metal_density.png
Drawn at 2 px/um. The die is cut into 31 by 31 equal tiles; dark blue is low, red is high, scaled to the fullest tile. Values are wire area over tile area, all layers added.
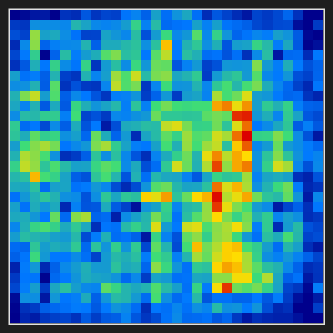
congestion.png
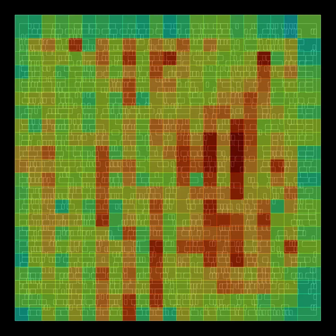
io_placement.png
Drawn at 3 px/um. Pins as bars across the die edge, other pins in gray.
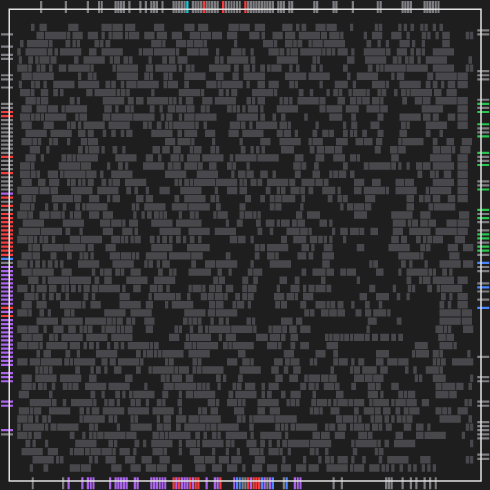
layer_met3.png
Drawn at 3 px/um. Cells faint in the background.
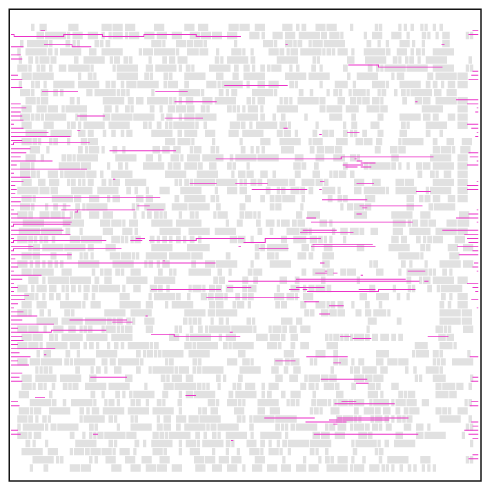
### src/rtl/vcfg_ctrl.sv
// Vector configuration controller: decodes vsetvli/vsetivli/vsetvl/vsetsh, waits for the
// vector datapath to drain, commits vl/vtype/vshamt and answers on a valid/ready channel.
module vcfg_ctrl #(
    parameter  int VLEN    = 4096,
    parameter  int ELEN    = 64,
    parameter  int XLEN    = 64,
    localparam int VlWidth = $clog2(VLEN + 1)
) (
    input  logic               clk_i,
    input  logic               rst_i,
    input  logic               req_valid_i,
    output logic               req_ready_o,
    input  logic [31:0]        req_instr_i,
    input  logic [XLEN-1:0]    req_rs1_i,
    input  logic [XLEN-1:0]    req_rs2_i,
    input  logic               vec_idle_i,
    output logic               resp_valid_o,
    input  logic               resp_ready_i,
    output logic [4:0]         resp_rd_o,
    output logic [XLEN-1:0]    resp_result_o,
    output logic               resp_illegal_o,
    output logic [VlWidth-1:0] vl_o,
    output logic [8:0]         vtype_o,
    output logic [7:0]         vshamt_o,
    output logic               busy_o
);
    // Request handshake: an instruction transfers on a clk_i edge with req_valid_i && req_ready_o;
    // a response transfers on an edge with resp_valid_o && resp_ready_i, fields held until then.
    typedef enum logic [1:0] {IDLE, DRAIN, COMPUTE, RESP} state_e;
    typedef enum logic [2:0] {K_VSETVLI, K_VSETIVLI, K_VSETVL, K_VSETSH, K_ILL} kind_e;

    localparam logic [XLEN-1:0] VlenX   = XLEN'(VLEN);
    localparam logic [XLEN-1:0] ElenX   = XLEN'(ELEN);
    localparam logic [XLEN-1:0] EightX  = XLEN'(8);
    localparam logic [2:0]      SewMax  = 3'($clog2(ELEN / 8));

    state_e state_q, state_d;
    logic [31:0]        instr_q;
    logic [XLEN-1:0]    rs1_q, rs2_q;
    logic [VlWidth-1:0] vl_q, vl_new;
    logic [8:0]         vtype_q, vtype_new;
    logic [7:0]         vshamt_q, vshamt_new;
    logic [4:0]         resp_rd_q;
    logic [XLEN-1:0]    resp_result_q, result_new;
    logic               resp_illegal_q;
    logic               accept;

    function automatic kind_e decode(input logic [31:0] ins);
        kind_e k;
        if (ins[6:0] != 7'b1010111 || ins[14:12] != 3'b111) k = K_ILL;
        else if (!ins[31])                                  k = K_VSETVLI;
        else if (ins[31:30] == 2'b11)                       k = K_VSETIVLI;
        else if (ins[31:25] == 7'b1000000)                  k = K_VSETVL;
        else if (ins[31:28] == 4'b1010)                     k = K_VSETSH;
        else                                                k = K_ILL;
        return k;
    endfunction

    always_ff @(posedge clk_i) begin
        if (rst_i) state_q <= IDLE;
        else       state_q <= state_d;
    end

    always_comb begin
        state_d = state_q;
        case (state_q)
            IDLE:    if (req_valid_i) state_d = (decode(req_instr_i) == K_ILL) ? RESP : DRAIN;
            DRAIN:   if (vec_idle_i) state_d = COMPUTE;
            COMPUTE: state_d = RESP;
            RESP:    if (resp_ready_i) state_d = IDLE;
            default: state_d = IDLE;
        endcase
    end

    always_comb begin
        req_ready_o  = (state_q == IDLE);
        busy_o       = (state_q != IDLE);
        resp_valid_o = (state_q == RESP);
    end

    assign accept = req_valid_i && (state_q == IDLE);

    kind_e           kind_c;
    logic [XLEN-1:0] vt_raw, vlmax, sew_x, avl, vl_min;
    logic [2:0]      vsew, vlmul;
    logic            vill, keep_vl;

    // vtype legality and the new vl, evaluated from the captured instruction in COMPUTE.
    always_comb begin
        kind_c = decode(instr_q);
        case (kind_c)
            K_VSETVLI:  vt_raw = XLEN'(instr_q[30:20]);
            K_VSETIVLI: vt_raw = XLEN'(instr_q[29:20]);
            default:    vt_raw = rs2_q;
        endcase
        vsew  = vt_raw[5:3];
        vlmul = vt_raw[2:0];
        sew_x = EightX << vsew;
        vlmax = VlenX >> (4'(vsew) + 4'd3);
        if (vlmul[2]) vlmax = vlmax >> (4'd8 - 4'(vlmul));
        else          vlmax = vlmax << vlmul[1:0];
        vill = (vlmul == 3'b100) || (vsew > SewMax) || (|vt_raw[XLEN-1:8])
            || (vlmul[2] && (sew_x > (ElenX >> (4'd8 - 4'(vlmul)))));
        if (kind_c == K_VSETIVLI)     avl = XLEN'(instr_q[19:15]);
        else if (instr_q[19:15] != 0) avl = rs1_q;
        else                          avl = vlmax;
        keep_vl = (kind_c != K_VSETIVLI) && (instr_q[19:15] == 5'd0) && (instr_q[11:7] == 5'd0);
        vl_min  = (avl < vlmax) ? avl : vlmax;

        vl_new     = vl_q;
        vtype_new  = vtype_q;
        vshamt_new = vshamt_q;
        result_new = '0;
        if (kind_c == K_VSETSH) begin
            vshamt_new = instr_q[27:20];
            result_new = XLEN'(instr_q[27:20]);
        end else if (kind_c != K_ILL) begin
            if (vill) begin
                vl_new    = '0;
                vtype_new = 9'h100;
            end else begin
                vtype_new  = {1'b0, vt_raw[7:0]};
                vl_new     = keep_vl ? vl_q : vl_min[VlWidth-1:0];
                result_new = XLEN'(vl_new);
            end
        end
    end

    always_ff @(posedge clk_i) begin
        if (rst_i) begin
            instr_q        <= '0;
            rs1_q          <= '0;
            rs2_q          <= '0;
            vl_q           <= '0;
            vtype_q        <= 9'h100;
            vshamt_q       <= '0;
            resp_rd_q      <= '0;
            resp_result_q  <= '0;
            resp_illegal_q <= 1'b0;
        end else begin
            if (accept) begin
                instr_q        <= req_instr_i;
                rs1_q          <= req_rs1_i;
                rs2_q          <= req_rs2_i;
                resp_rd_q      <= req_instr_i[11:7];
                resp_result_q  <= '0;
                resp_illegal_q <= (decode(req_instr_i) == K_ILL);
            end
            if (state_q == COMPUTE) begin
                vl_q          <= vl_new;
                vtype_q       <= vtype_new;
                vshamt_q      <= vshamt_new;
                resp_result_q <= result_new;
            end
        end
    end

    assign vl_o           = vl_q;
    assign vtype_o        = vtype_q;
    assign vshamt_o       = vshamt_q;
    assign resp_rd_o      = resp_rd_q;
    assign resp_result_o  = resp_result_q;
    assign resp_illegal_o = resp_illegal_q;
endmodule

### config.mk
export PLATFORM = sky130hd
export DESIGN_NAME = vcfg_ctrl
export DESIGN_NICKNAME = d
export VERILOG_FILES = /design/src/rtl/vcfg_ctrl.sv
export SDC_FILE = /design/constraint.sdc
export NUM_CORES = 1
export LEC_CHECK = 0
export CORE_MARGIN = 2
export CORE_UTILIZATION = 45
export CTS_BUF_LIST = sky130_fd_sc_hd__clkbuf_4
export CTS_CLUSTER_DIAMETER = 120
export DETAILED_ROUTE_END_ITERATION = 6
export PLACE_DENSITY_LB_ADDON = 0.1
export SYNTH_ARGS = -nofsm -noshare
export SYNTH_HDL_FRONTEND = slang
export SYNTH_SLANG_ARGS = --single-unit
export TNS_END_PERCENT = 10
### constraint.sdc
create_clock -name clk_i -period 6.6 [get_ports clk_i]
set_clock_uncertainty 0.1 [all_clocks]
set_input_delay 1.65 -clock clk_i [delete_from_list [all_inputs] [get_ports clk_i]]
set_output_delay 1.65 -clock clk_i [all_outputs]
set_load 0.1 [all_outputs]
==> commit_impl_results.txt <==
Store results of the implementation flow

- The finished cells cover 13,160 um^2.
- After floorplanning, the core was sized to cover 22,780 um^2.
* Final Non-Filler Cells: 1,924
- Hold Path Depth: 2
* Area used by multi-input combinational logic: 5644 um^2
- Per the synthesis report, the dominant area consumer among library cells is dfxtp_1.
* Placed Cells incl. Taps: 1,835
- The initial antenna violation count was 3.
* Count of buffer and inverter cells on the critical path: 2
- Per the OpenROAD timing report, the critical path contains 21 cells.
* CP required: 7110 ps
- Top cells by count, synth: nand2_1, a21oi_1, dfxtp_1, clkbuf_1, nor2_1
- Per the OpenROAD power report, leakage power amounts to a little under 5 nW.
- Main area contributors: dfxtp_1, nand2_1, a21oi_1
- Summing all placed instances gives a cell area of 12,530 um^2.
- Share of total power in sequential cells: 0.339
* Tap Count: approximately 310
- Number of buffers other than clock buffers in the final layout: 229
- H-tree levels: 2
- Post-route total power: between 4 and 5 mW
* Family of cells with the greatest summed delay on the critical path: AND-OR/OR-AND gates
- STA classifies the critical path endpoint as a flop.
- Post-CTS repair ended up resizing 0 cells.
- The type recorded for the worst min-delay path is flop to flop.
- Setup repair after global routing left no endpoint under its margin.
- The number of cells reported by Yosys stat comes to 1,389.
* Comb/total area: 0.4290
- Minimum setup slack in the final design: 589.1 ps
- Global-route wire length before repair: 50,140 um
* CP max stage delay: 540 ps
* Mean area per synthesized cell: 7.558 um^2
* XORs/XNORs by Area: 0.004172
* Count of endpoints failing hold in the final timing report: 0
- For this run, the detailed router reports a per-instance via density of 5.270.
- Most frequent logic cell in the layout: nand2_1
- Tmin final: between 6000 and 7000 ps
* Area of the die: 24,570 um^2
* Hold-fix buffer count after cts: 0
* Clock transition time at the flip-flop clock pins of the worst setup and hold paths: around 60 ps
- Flop count: 206
- The first detailed-routing pass took 5 iterations.
* Dominant comb cell: simple AND/OR/NAND/NOR gates
* Number of global-route vias before repair: about 9,700
* Setup slack of the worst register-to-register path: approximately 590 ps
- The floorplan has 55 rows.
* Compound-cell area share of the yosys netlist: 0.1862
- The tool warning count for the run is 35.
* FF-to-FF Start: instr_q[4]
- ANT cells: 2
- Post-CTS Repair Setup Buffers: 0
* Area added between synthesis and finish: 25.33%
* Setup violation total in the final timing report: 0
- Max-slew check failures listed in the final report amount to 0.
- Total overflow reported by the global router: 0
- CTS tree: built
- Largest voltage drop on the vdd net: ~0.23 mV
* Outcome: complete, no violations
* Half-perimeter wire length after detailed placement: 22,890 um
* Routed WL: 31,520 um
- CTS buffer count: about 54
* Number of DRC violations after detailed-routing iteration 0: 627
- Per the timing report, the most critical flop-to-flop path finishes at resp_result_o[0].
- Summing every instance area after synthesis gives 10,500 um^2.
* Clock Latency Late Sink: slightly below 700 ps
- Post-synthesis async set-or-reset flop share: 0
* Number of instances in the synthesized netlist: between 1,000 and 1,500
* Fin Setup TNS: 0 ps
- Worst min-delay path endpoint: vtype_o[4]
- DRT antenna net count: 0
- Largest driver fanout on the critical path: 12
-- metal_density.png (at the start) --
nearly empty tiles	2.0%
mean over tiles	0.21
fullest tile	0.59
tiles over half the peak	20%

-- congestion.png (at the start) --
fraction of met3 tracks used by global routing: 0.05400
most crowded layer after global routing: met2
detail-routed net length per standard cell: 16.38 um

-- io_placement.png (at the start) --
color	port	pins	direction	edge
purple	`req_rs2_i`	64	input	34 bottom, 30 left
cyan	`resp_valid_o`	1	output	top
green	`vl_o`	13	output	right
blue	`vtype_o`	9	output	5 bottom, 3 right, 1 left
red	`req_instr_i`	32	input	19 left, 10 bottom, 3 top

-- layer_met3.png (at the start) --
share of all routed wire	6.2%
main direction	horizontal
longest straight run	67.9 um
wire length on this layer	1,940 um

[power groups by stage]
stage | clock, mW | combinational [mW] | sequential, mW
after CTS | 1.08 | 2.08 | 1.60
after detailed placement | 0 | 2.07 | 1.63
final | 1.04 | 2.08 | 1.60
after global routing | 1.14 | 2.30 | 1.63
after global placement | 0 | 2.07 | 1.62
after floorplan | 0 | 1.48 | 1.70
[state kept, by name, summed over array words and instances (netlist names)]
register and count:
vtype_o 9, state_q 2, resp_result_o 13, vl_o 13
rs1_q 64, vshamt_o 8, instr_q 32, rs2_q 64
resp_illegal_o 1
[metal layers]
metal / wire length (um) / GRT usage
met1: 14190 / 0.3362
met2: 14700 / 0.4110
met3: 1940 / 0.05400
met4: 680 / 0.08563
met5: 0 / 0
Power figures rest on the tool's default switching activity, not on a simulated workload.
